## src/rtl/retro_bram_arbiter.sv

```systemverilog
// Shares one single-port byte-write BRAM among several requesters using
// round-robin arbitration with a priority mask and a starvation guard.
module retro_bram_arbiter #(
   parameter int                       NumRequesters   = 4,
   parameter int                       AddressBusWidth = 12,
   parameter int                       DataBusWidth    = 1,
   parameter logic [NumRequesters-1:0] PriorityMask    = 4'b0001,
   parameter int                       MaxWait         = 7
) (
   input  logic                                       clk_i,
   input  logic                                       reset_i,
   input  logic [NumRequesters-1:0]                   reqAccess_i,
   input  logic [NumRequesters*DataBusWidth-1:0]      reqWrite_i,
   input  logic [NumRequesters*AddressBusWidth-1:0]   reqAddress_i,
   input  logic [NumRequesters*8*DataBusWidth-1:0]    reqDin_i,
   output logic [NumRequesters-1:0]                   reqReady_o,
   output logic [NumRequesters-1:0]                   reqDataReady_o,
   output logic [8*DataBusWidth-1:0]                  reqDout_o,
   output logic                                       memAccess_o,
   output logic [DataBusWidth-1:0]                    memWrite_o,
   output logic [AddressBusWidth-1:0]                 memAddress_o,
   output logic [8*DataBusWidth-1:0]                  memDin_o,
   input  logic [8*DataBusWidth-1:0]                  memDout_i
);

   localparam int IdxW  = $clog2(NumRequesters);
   localparam int WaitW = 8;
   localparam int DinW  = 8 * DataBusWidth;
   localparam logic [WaitW-1:0] MaxWaitC = WaitW'(MaxWait);

   logic [IdxW-1:0]            rrPointer_q, rrPointer_d;
   logic [WaitW-1:0]           waitCount_q [NumRequesters];
   logic [WaitW-1:0]           waitCount_d [NumRequesters];
   logic                       pendRead_q, pendRead_d;
   logic [IdxW-1:0]            pendIndex_q, pendIndex_d;
   logic [DinW-1:0]            doutHold_q, doutHold_d;
   logic [AddressBusWidth-1:0] addrHold_q, addrHold_d;
   logic [DinW-1:0]            dinHold_q, dinHold_d;

   logic                       starvedHit, prioHit, rrHit, grantValid;
   logic [IdxW-1:0]            starvedIdx, prioIdx, rrIdx, rrCand, winner;
   logic [DataBusWidth-1:0]    winWrite;
   logic [AddressBusWidth-1:0] winAddress;
   logic [DinW-1:0]            winDin;

   // Three candidate searches; descending loops leave the preferred index last.
   always_comb begin
      starvedHit = 1'b0;
      starvedIdx = '0;
      prioHit    = 1'b0;
      prioIdx    = '0;
      rrHit      = 1'b0;
      rrIdx      = '0;
      rrCand     = '0;
      for (int i = NumRequesters - 1; i >= 0; i--) begin
         if (reqAccess_i[i] && waitCount_q[i] == MaxWaitC) begin
            starvedHit = 1'b1;
            starvedIdx = IdxW'(i);
         end
         if (reqAccess_i[i] && PriorityMask[i]) begin
            prioHit = 1'b1;
            prioIdx = IdxW'(i);
         end
      end
      for (int k = NumRequesters - 1; k >= 0; k--) begin
         rrCand = IdxW'((int'(rrPointer_q) + k) % NumRequesters);
         if (reqAccess_i[rrCand]) begin
            rrHit = 1'b1;
            rrIdx = rrCand;
         end
      end
   end

   always_comb begin
      grantValid = !reset_i && (starvedHit || prioHit || rrHit);
      winner     = starvedHit ? starvedIdx : (prioHit ? prioIdx : rrIdx);
      winWrite   = reqWrite_i[int'(winner)*DataBusWidth +: DataBusWidth];
      winAddress = reqAddress_i[int'(winner)*AddressBusWidth +: AddressBusWidth];
      winDin     = reqDin_i[int'(winner)*DinW +: DinW];
   end

   // Address and data hold their last driven value when nobody is granted.
   always_comb begin
      reqReady_o     = '0;
      reqDataReady_o = '0;
      if (grantValid) begin
         reqReady_o[winner] = 1'b1;
      end
      if (!reset_i && pendRead_q) begin
         reqDataReady_o[pendIndex_q] = 1'b1;
      end
      reqDout_o    = (!reset_i && pendRead_q) ? memDout_i : doutHold_q;
      memAccess_o  = grantValid;
      memWrite_o   = grantValid ? winWrite : '0;
      memAddress_o = grantValid ? winAddress : addrHold_q;
      memDin_o     = grantValid ? winDin : dinHold_q;
   end

   always_comb begin
      rrPointer_d = rrPointer_q;
      pendRead_d  = 1'b0;
      pendIndex_d = pendIndex_q;
      doutHold_d  = pendRead_q ? memDout_i : doutHold_q;
      addrHold_d  = grantValid ? winAddress : addrHold_q;
      dinHold_d   = grantValid ? winDin : dinHold_q;
      if (grantValid) begin
         rrPointer_d = (int'(winner) == NumRequesters - 1) ? '0 : winner + 1'b1;
         if (winWrite == '0) begin
            pendRead_d  = 1'b1;
            pendIndex_d = winner;
         end
      end
      for (int i = 0; i < NumRequesters; i++) begin
         if (!reqAccess_i[i] || (grantValid && winner == IdxW'(i))) begin
            waitCount_d[i] = '0;
         end else if (waitCount_q[i] == MaxWaitC) begin
            waitCount_d[i] = waitCount_q[i];
         end else begin
            waitCount_d[i] = waitCount_q[i] + 1'b1;
         end
      end
   end

   always_ff @(posedge clk_i) begin
      if (reset_i) begin
         rrPointer_q <= '0;
         pendRead_q  <= 1'b0;
         pendIndex_q <= '0;
         doutHold_q  <= '0;
         addrHold_q  <= '0;
         dinHold_q   <= '0;
         for (int i = 0; i < NumRequesters; i++) begin
            waitCount_q[i] <= '0;
         end
      end else begin
         rrPointer_q <= rrPointer_d;
         pendRead_q  <= pendRead_d;
         pendIndex_q <= pendIndex_d;
         doutHold_q  <= doutHold_d;
         addrHold_q  <= addrHold_d;
         dinHold_q   <= dinHold_d;
         for (int i = 0; i < NumRequesters; i++) begin
            waitCount_q[i] <= waitCount_d[i];
         end
      end
   end

endmodule

```

## config.mk

```make
export PLATFORM = sky130hd
export DESIGN_NAME = retro_bram_arbiter
export DESIGN_NICKNAME = d
export VERILOG_FILES = /design/src/rtl/retro_bram_arbiter.sv
export SDC_FILE = /design/constraint.sdc
export NUM_CORES = 1
export LEC_CHECK = 0
export CAP_MARGIN = 20
export CORE_MARGIN = 2
export CORE_UTILIZATION = 45
export CTS_CLUSTER_DIAMETER = 40
export DETAILED_ROUTE_END_ITERATION = 10
export PLACE_DENSITY = 0.81
export SYNTH_ARGS = -nofsm -noshare
export SYNTH_HDL_FRONTEND = slang
export SYNTH_SLANG_ARGS = --single-unit
```

## constraint.sdc

```tcl
create_clock -name clk_i -period 2.8 [get_ports clk_i]
set_input_delay 0.42 -clock clk_i [delete_from_list [all_inputs] [get_ports clk_i]]
set_output_delay 0.42 -clock clk_i [all_outputs]
set_load 0.02 [all_outputs]
```

==> Slide: Implementation Results, run 1 <==
Synthesis and Place & Route Summary

Job
  – Tool warning count: 31

Setup path
  – Critical path's top delay family: simple AND/OR/NAND/NOR gates
  – Reg2Reg Setup Slack: 0.09 ns
  – Worst R2R Start: waitCount_q[1][0]$_SDFFE_PP0P_
  – Worst endpoint data arrival time: about 2.7 ns
  – Slowest cell on the critical path: or4b_4
  – Reg2reg end: waitCount_q[3][7]$_SDFFE_PP0P_
  – Startpoint types: flop
  – Crit path to: memAddress_o[6]
  – Worst setup path start: waitCount_q[1][0]$_SDFFE_PP0P_
  – Crit-path cells: ha_4 -> or4b_4 -> nor4b_4 -> nand2_1 -> nand2_1 -> nand2_2 -> clkinv_4 -> buf_12 -> mux2i_1 -> o221ai_2 -> buf_6

Finish
  – Number of logic gates: 298
  – Number of flip-flops in the largest register: 32
  – Logic area: 2600 um^2
  – Reg with most FFs: waitCount_q
  – Non-Clock Inverter Count: 4
  – Non-clk buf share: 0.313
  – Fill count: 515
  – Comb/total area: 0.412
  – Buffers excl. clock: 207
  – Largest class: multi-input combinational cells
  – Share of layout cells above drive strength 1: 0.327
  – ANT cells: 1

Pwr
  – Sequential cell power: 0.000987 W
  – Maximum vdd drop: 0.346 mV
  – Clk pwr share: 0.374
  – Comb. pwr: 0.000811 W
  – Gate power share: 0.282
  – P_int: 0.00209 W
  – Power Density: ~450 nW/um^2
  – Power Clock: 0.00107 W
  – Pwr top: clock
  – Seq pwr share: 0.344
  – Leak: roughly 2.7 nW
  – Sw frac: 0.273
  – Tot Pwr: 0.00287 W
  – Switching pwr: between 0.0007 and 0.0008 W

GRT
  – M1 GR Usage: 0.286
  – Top Usage Layer GRT: met2
  – First-pass GRT wire length: roughly 19 mm
  – Number of global-route vias before repair: roughly 3900
  – Largest net degree at the start of global routing: 37
  – GR Overflow Total: 0

Logic synthesis
  – Top-area cell share: 0.351
  – Synthesized area: 3710 um^2
  – Most common cell in the netlist: dfxtp_1
  – Yosys cell types: 43
  – Ys flop type: dfxtp_1
  – Cells after Synth: 385
  – Async S/R FF share, synth: 0
  – Top cells, area: dfxtp_1 35%, mux2i_1 15%, o221ai_2 8.1%
  – Multiplexer share: 0.174
  – And+or+nand+nor area frac: 0.239
  – Register bit count reported by yosys: 65
  – Yosys stat cell total: 385
  – Synth cell count leaders: 65 x dfxtp_1, 54 x mux2i_1, 48 x nor2_1
  – Seq/Total Area, Yosys: 0.351
  – Post-synth EDFFs: 0
  – Comb area leader: simple AND/OR/NAND/NOR gates
  – Yosys aoi share: 0.107
  – XOR/XNOR Area Share: 0.0661

Clock tree
  – Root buffer cell: clkbuf_8
  – Num CTS Buffers: 9
  – CTS tree: done
  – Hold-fix buffers at CTS: 0
  – H-Tree Level Count: 3
  – Worst-path clk slew: 0.07 ns
  – Clk sink count: 65
  – Latency at later pin: 0.35 ns

STA
  – Final Hold Fails: 0
  – Hold slack: 0.495 ns
  – Fmax: between 300 and 400 MHz
  – Final setup viols: 25
  – Worst-Margin Slew: just under 0.4 ns
  – PnR worst setup slack: -0.365 ns
  – Period utilization: 1.13
  – RSZ-0062 raised after global routing: true
  – Slew headroom: 0.736
  – Setup TNS: -7.94 ns

Detailed routing
  – DR iter-0 viols: 127
  – Final ANT Viol Nets: 0
  – Met3 WL: 837 um
  – Top sig layer: met4
  – Via-to-Cell Ratio: 5.43
  – WL met2: 7.14 mm
  – DRC viols: 0
  – Wl on met1: 4.57 mm
  – Drt pass-1 iters: 4

Status
  – Status: complete, but fails checks
  – Failing checks: setup timing

Worst hold path
  – HP Start: doutHold_q[6]$_SDFFE_PP0P_
  – Hold Path Depth: 2

Placement
  – Placed insts: between 600 and 700
  – Hpwl dp: 8.43 mm
  – Pre-CTS WS: -0.674 ns
  – Placed Area: between 5000 and 6000 um^2
  – Port bufs: 135

Floorplan
  – Taps Inserted: 105
  – Top Ports: approximately 140
  – Chip height: 94.8 um
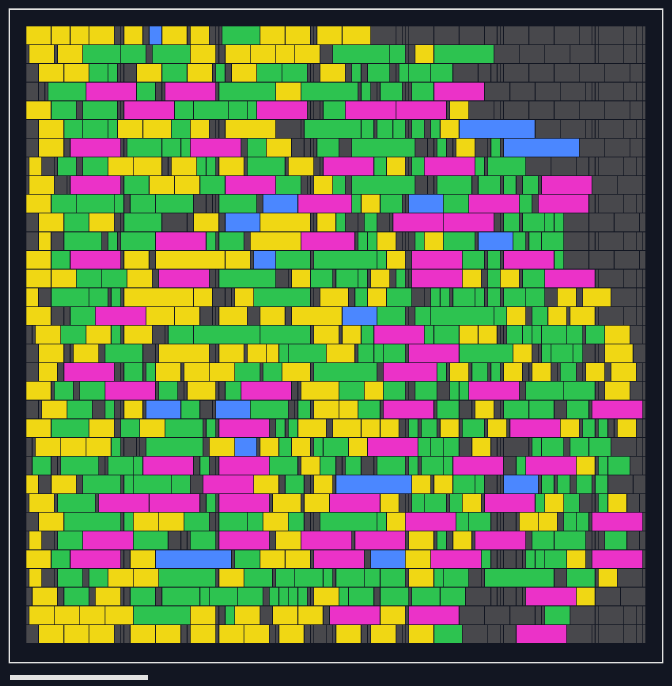
Fig. 1. Placed cells, one colour a class (run 1).
The bar under the picture is 20 um long. Fill, decap, tap and diode cells in grey.
Key: other buffers and delay cells = yellow [cells 207, share of their area 32%]; flops = magenta [cells 65, share of their area 21%]; clock drivers and dummy loads = blue [cells 16, share of their area 4.3%]; combinational and other logic = green [cells 302, share of their area 43%]
design area: 6310 um^2
Final Util: 0.780
Seq/total area: 0.207

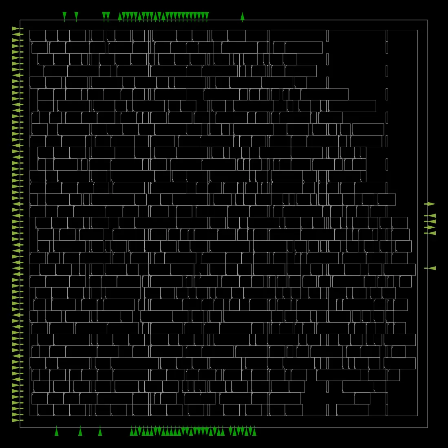
Fig. 2. Placement view (run 1).
# rows: 33
Layout Cells excl Fill: 696
Core Area: 8090 um^2

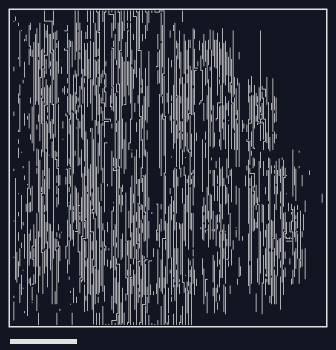
Fig. 3. Metal 2 (run 1).
The bar under the picture is 20 um long.
The longest straight run is 38.3 um. The wires run mostly vertical. The layer holds 55% of the routed length. 631 nets have wire on it.
met2 GRT Util: 0.523
vias: 3781
Post-Route WL: 13.1 mm

Fig. 4: run 1, routed clock nets over the placement
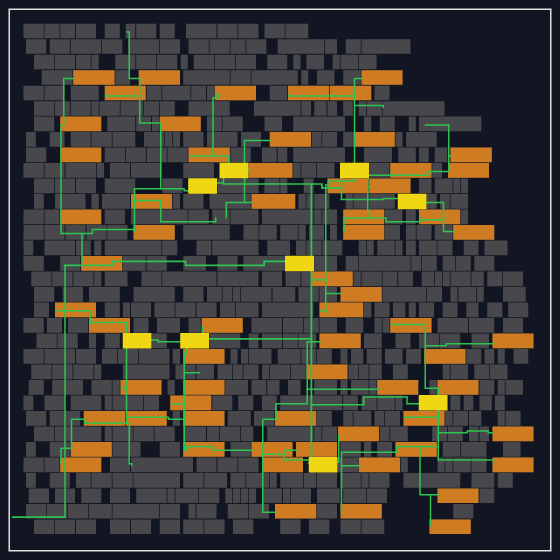

==> run 2, diff against run 1 <==
--- a/config.mk
+++ b/config.mk
@@ -10,6 +10,7 @@
 export CORE_UTILIZATION = 45
 export CTS_CLUSTER_DIAMETER = 40
 export DETAILED_ROUTE_END_ITERATION = 10
+export GPL_TIMING_DRIVEN = 0
 export PLACE_DENSITY = 0.81
 export SYNTH_ARGS = -nofsm -noshare
 export SYNTH_HDL_FRONTEND = slang
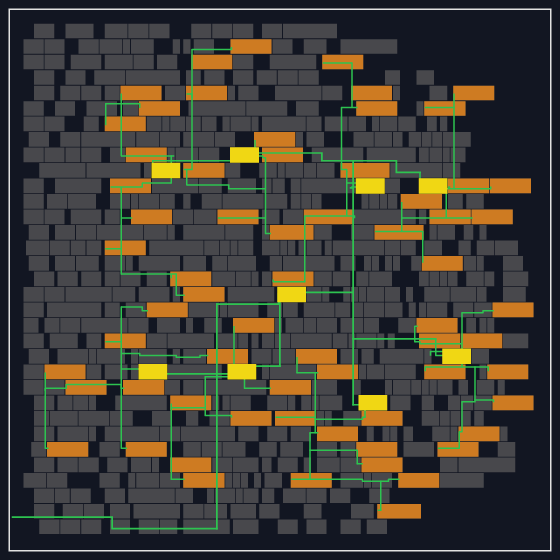
Fig. 5. Routed clock nets over the placement (run 2).
Key: clock drivers = yellow [count 9]; clock wires = green [length 857 um]; flip-flops = orange [count 65]
There are 10 routed clock nets.
Latency at later pin: 0.35 ns
Max Clock Skew: 0.00678 ns

==> run 2 against run 1 <==
Net effect: the run still ends with setup timing left; non-clock buffer count shrank 32; critical path depth unchanged; final area down 1.7%; utilization shrank 1.3 points; sequential power increased by 0.7%; worst hold slack gained 0.0063 ns; synthesized cell count unchanged; critical endpoint is now memDin_o[4]; largest cell class unchanged; highest routed layer unchanged.
==> Slide: Implementation Results, run 2 <==
Synthesis and Place & Route Summary

Clock tree
  – Clk sink count: 65
  – H-Tree Level Count: 3
  – Root buffer cell: clkbuf_8
  – Num CTS Buffers: 9
  – Worst-path clk slew: roughly 0.07 ns
  – CTS tree: done
  – Hold-fix buffers at CTS: 0

Floorplan
  – # rows: 33
  – Core Area: 8090 um^2
  – Chip height: 94.8 um
  – Top Ports: between 100 and 150

Setup path
  – Reg2Reg Setup Slack: 0.08 ns
  – Crit path to: memDin_o[4]
  – Slowest cell on the critical path: or4b_4
  – Critical path's top delay family: simple AND/OR/NAND/NOR gates
  – Worst R2R Start: waitCount_q[1][1]$_SDFFE_PP0P_
  – Startpoint types: flop
  – Reg2reg end: waitCount_q[2][3]$_SDFFE_PP0P_
  – Worst setup path start: waitCount_q[1][1]$_SDFFE_PP0P_
  – Crit-path cells: ha_4 -> or4b_4 -> nor4b_4 -> nand2_1 -> nand2_1 -> nand2_2 -> clkinv_4 -> buf_12 -> mux2i_4 -> o221ai_4 -> buf_6
  – CP max stage delay: 0.48 ns
  – Worst endpoint data arrival time: roughly 2.7 ns
  – CP Class: flop to output pin

Logic synthesis
  – Most common cell in the netlist: dfxtp_1
  – Yosys cell types: around 43
  – Seq/Total Area, Yosys: 0.351
  – Yosys aoi share: 0.107
  – Top-area cell share: 0.351
  – Top cells, area: dfxtp_1 35%, mux2i_1 15%, o221ai_2 8.1%
  – Ys flop type: dfxtp_1
  – Synthesized area: ~3700 um^2
  – Yosys stat cell total: just under 400
  – And+or+nand+nor area frac: 0.239
  – Register bit count reported by yosys: roughly 65
  – Synth cell count leaders: 65 x dfxtp_1, 54 x mux2i_1, 48 x nor2_1
  – Post-synth EDFFs: 0
  – XOR/XNOR Area Share: 0.0661
  – Multiplexer share: 0.174
  – Async S/R FF share, synth: 0

Detailed routing
  – Wl on met1: 4.55 mm
  – Top sig layer: met4
  – DR iter-0 viols: roughly 130
  – Final ANT Viol Nets: 0
  – Post-Route WL: 12.6 mm
  – Via-to-Cell Ratio: about 5.5
  – DRC viols: 0
  – Drt pass-1 iters: 4
  – WL met2: between 6 and 7 mm
  – Met3 WL: 919 um

STA
  – RSZ-0062 raised after global routing: true
  – Slew headroom: 0.674
  – Fmax: approximately 320 MHz
  – Hold slack: 0.502 ns
  – Final setup viols: 25
  – Worst-Margin Slew: 0.488 ns
  – PnR worst setup slack: -0.341 ns
  – Period utilization: 1.12
  – Setup TNS: -7.30 ns

Pwr
  – Seq pwr share: 0.361
  – Power Clock: 0.000908 W
  – Clk pwr share: 0.330
  – Leak: between 2 and 3 nW
  – Power Density: approximately 440 nW/um^2
  – Pwr top: sequential cells
  – Sw frac: 0.282
  – Tot Pwr: roughly 0.0028 W
  – Maximum vdd drop: 0.322 mV
  – Sequential cell power: 0.000994 W
  – Gate power share: 0.309

GRT
  – GRT Total Usage: 0.262
  – GR Overflow Total: 0
  – Top Usage Layer GRT: met2
  – M1 GR Usage: 0.272
  – First-pass GRT wire length: between 15 and 20 mm
  – Met2 GRT Util: 0.479
  – Initial antenna violation count: 0
  – Number of global-route vias before repair: 3662

Job
  – Tool warning count: 31

Finish
  – Reg with most FFs: waitCount_q
  – Buffers excl. clock: 175
  – Layout Cells excl Fill: 662
  – Largest class: multi-input combinational cells
  – Fill count: about 510
  – Number of logic gates: 297
  – Comb/total area: 0.444
  – ANT cells: 0
  – Number of flip-flops in the largest register: 32
  – Share of layout cells above drive strength 1: 0.287
  – Non-clk buf share: 0.284
  – Logic area: 2760 um^2
  – Non-Clock Inverter Count: 4

Worst hold path
  – HP Start: doutHold_q[2]$_SDFFE_PP0P_
  – Hold Crit Endpoint: doutHold_q[2]$_SDFFE_PP0P_
  – Hold Path Depth: 2

Status
  – Failing checks: setup timing
  – Status: complete, but fails checks

Placement
  – Pre-CTS WS: -0.977 ns
  – Placed Area: 5190 um^2
  – Placed insts: around 630
  – Hpwl dp: 7.67 mm
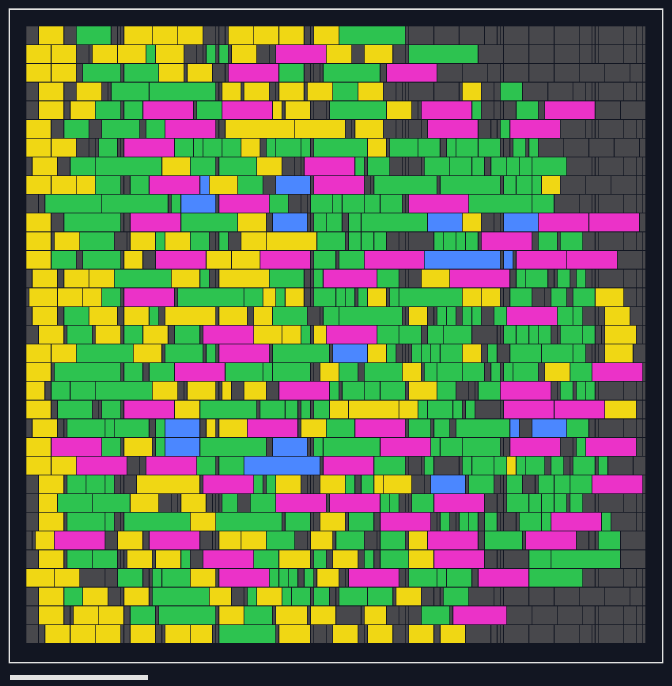
Fig. 6. Placed cells, one colour a class (run 2).
The bar under the picture is 20 um long. Fill, decap, tap and diode cells in grey.
Key: combinational and other logic = green [cells 301, share of their area 46%]; clock drivers and dummy loads = blue [cells 16, share of their area 3.7%]; flops = magenta [cells 65, share of their area 22%]; other buffers and delay cells = yellow [cells 175, share of their area 29%]
design area: 6210 um^2
Seq/total area: 0.212
Final Util: 0.767

Fig. 7: run 2, placement view
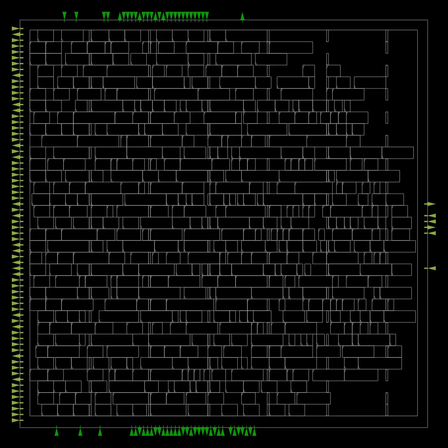

==> run 3, diff against run 2 <==
--- a/config.mk
+++ b/config.mk
@@ -12,6 +12,7 @@
 export DETAILED_ROUTE_END_ITERATION = 10
 export GPL_TIMING_DRIVEN = 0
 export PLACE_DENSITY = 0.81
+export SKIP_CTS_REPAIR_TIMING = 1
 export SYNTH_ARGS = -nofsm -noshare
 export SYNTH_HDL_FRONTEND = slang
 export SYNTH_SLANG_ARGS = --single-unit
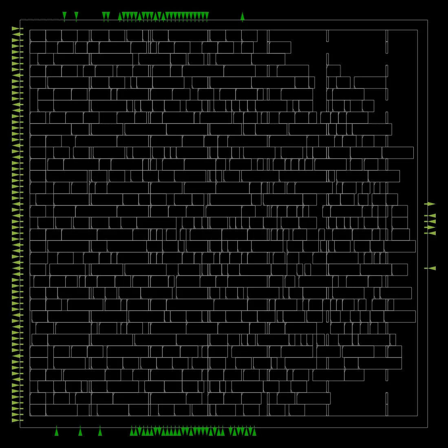
Fig. 8. Placement view (run 3).
FF+latch count: 65
fill count: 457
Taps Inserted: 105
Seq/total area: 0.205

==> run 3 against run 2 <==
Net effect: the flow still finishes with violations (setup timing); worst setup slack worse by 0.14 ns; wire length up 6.0%; cell count up 0.60%; fmax down 4.2%; first-iteration DRC count up 55%; sequential share of layout area down 0.71 points; synthesized cell count unchanged; critical path depth unchanged; register-to-register slack worse by 0.03 ns; largest cell class unchanged.
==> Slide: Implementation Results, run 3 <==
Synthesis and Place & Route Summary

Setup path
  – Reg2reg end: waitCount_q[2][4]$_SDFFE_PP0P_
  – Startpoint types: flop
  – Critical path's top delay family: simple AND/OR/NAND/NOR gates
  – Worst R2R Start: waitCount_q[1][1]$_SDFFE_PP0P_
  – Reg2Reg Setup Slack: approximately 0.05 ns
  – Slowest cell on the critical path: or4b_4

Detailed routing
  – Met3 WL: about 940 um
  – WL met2: 6.96 mm
  – DR iter-0 viols: 208
  – Wl on met1: 5.03 mm
  – Via-to-Cell Ratio: 5.62
  – Top sig layer: met4
  – Drt pass-1 iters: 5

Worst hold path
  – HP Start: doutHold_q[7]$_SDFFE_PP0P_
  – Hold Path Depth: 2
  – Hold Crit Endpoint: doutHold_q[7]$_SDFFE_PP0P_

Floorplan
  – # rows: 33
  – Top Ports: 136

Logic synthesis
  – Register bit count reported by yosys: 65
  – Comb area leader: simple AND/OR/NAND/NOR gates
  – Multiplexer share: 0.174
  – Cells after Synth: ~390
  – Yosys cell types: approximately 43
  – Synth cell count leaders: 65 x dfxtp_1, 54 x mux2i_1, 48 x nor2_1
  – Top cells, area: dfxtp_1 35%, mux2i_1 15%, o221ai_2 8.1%
  – Seq/Total Area, Yosys: 0.351
  – XOR/XNOR Area Share: 0.0661
  – And+or+nand+nor area frac: 0.239

Pwr
  – Sequential cell power: 0.000996 W
  – Clk pwr share: 0.322
  – Sw frac: 0.288

Placement
  – Placed Area: 5190 um^2
  – Hpwl dp: ~7.7 mm
  – Pre-CTS WS: -0.977 ns

STA
  – Slew headroom: 0.664
  – Final Hold Fails: 0
  – PnR worst setup slack: -0.479 ns
  – Fmax: 305 MHz
  – Final setup viols: 26
  – Max Clock Skew: 0.0181 ns

GRT
  – Top Usage Layer GRT: met2
  – GR Overflow Total: 0
  – M1 GR Usage: 0.250
  – First-pass GRT wire length: 15.9 mm
  – Number of global-route vias before repair: approximately 3400
  – Met2 GRT Util: 0.413
  – Largest net degree at the start of global routing: 12

Clock tree
  – Root buffer cell: clkbuf_8
  – H-Tree Level Count: 3
  – Worst-path clk slew: approximately 0.070 ns
  – Num CTS Buffers: 9
  – Latency at later pin: about 0.36 ns
  – CTS tree: done

Finish
  – Number of logic gates: 297
  – ANT cells: 0
  – Share of layout cells above drive strength 1: 0.287
  – Largest class: multi-input combinational cells
  – Layout Cells excl Fill: ~670

Job
  – Tool warning count: 30

Status
  – Status: complete, but fails checks
  – Failing checks: setup timing
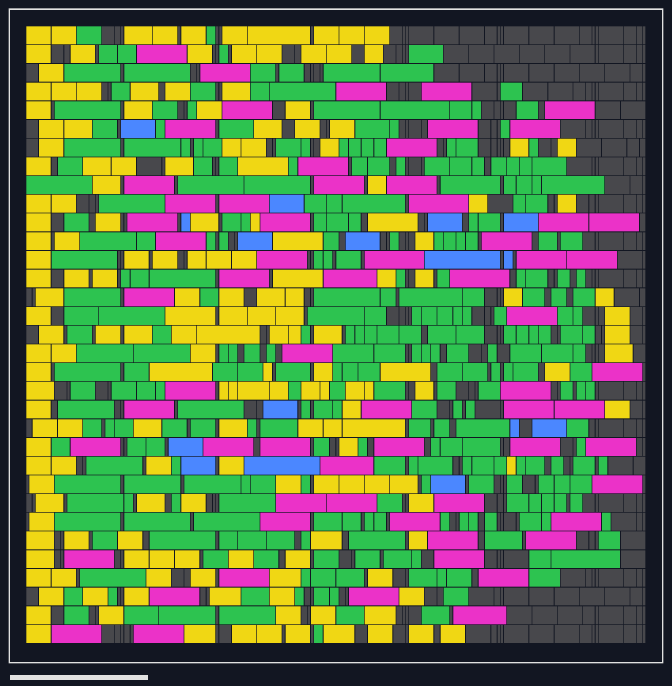
Fig. 9. Placed cells, one colour a class (run 3).
The bar under the picture is 20 um long. Fill, decap, tap and diode cells in grey.
Key: clock drivers and dummy loads = blue [cells 16, share of their area 3.5%]; flops = magenta [cells 65, share of their area 21%]; combinational and other logic = green [cells 301, share of their area 46%]; other buffers and delay cells = yellow [cells 179, share of their area 29%]
Final Util: 0.795
design area: 6430 um^2

No activity file was given, so power comes from the tool's default toggle rates.
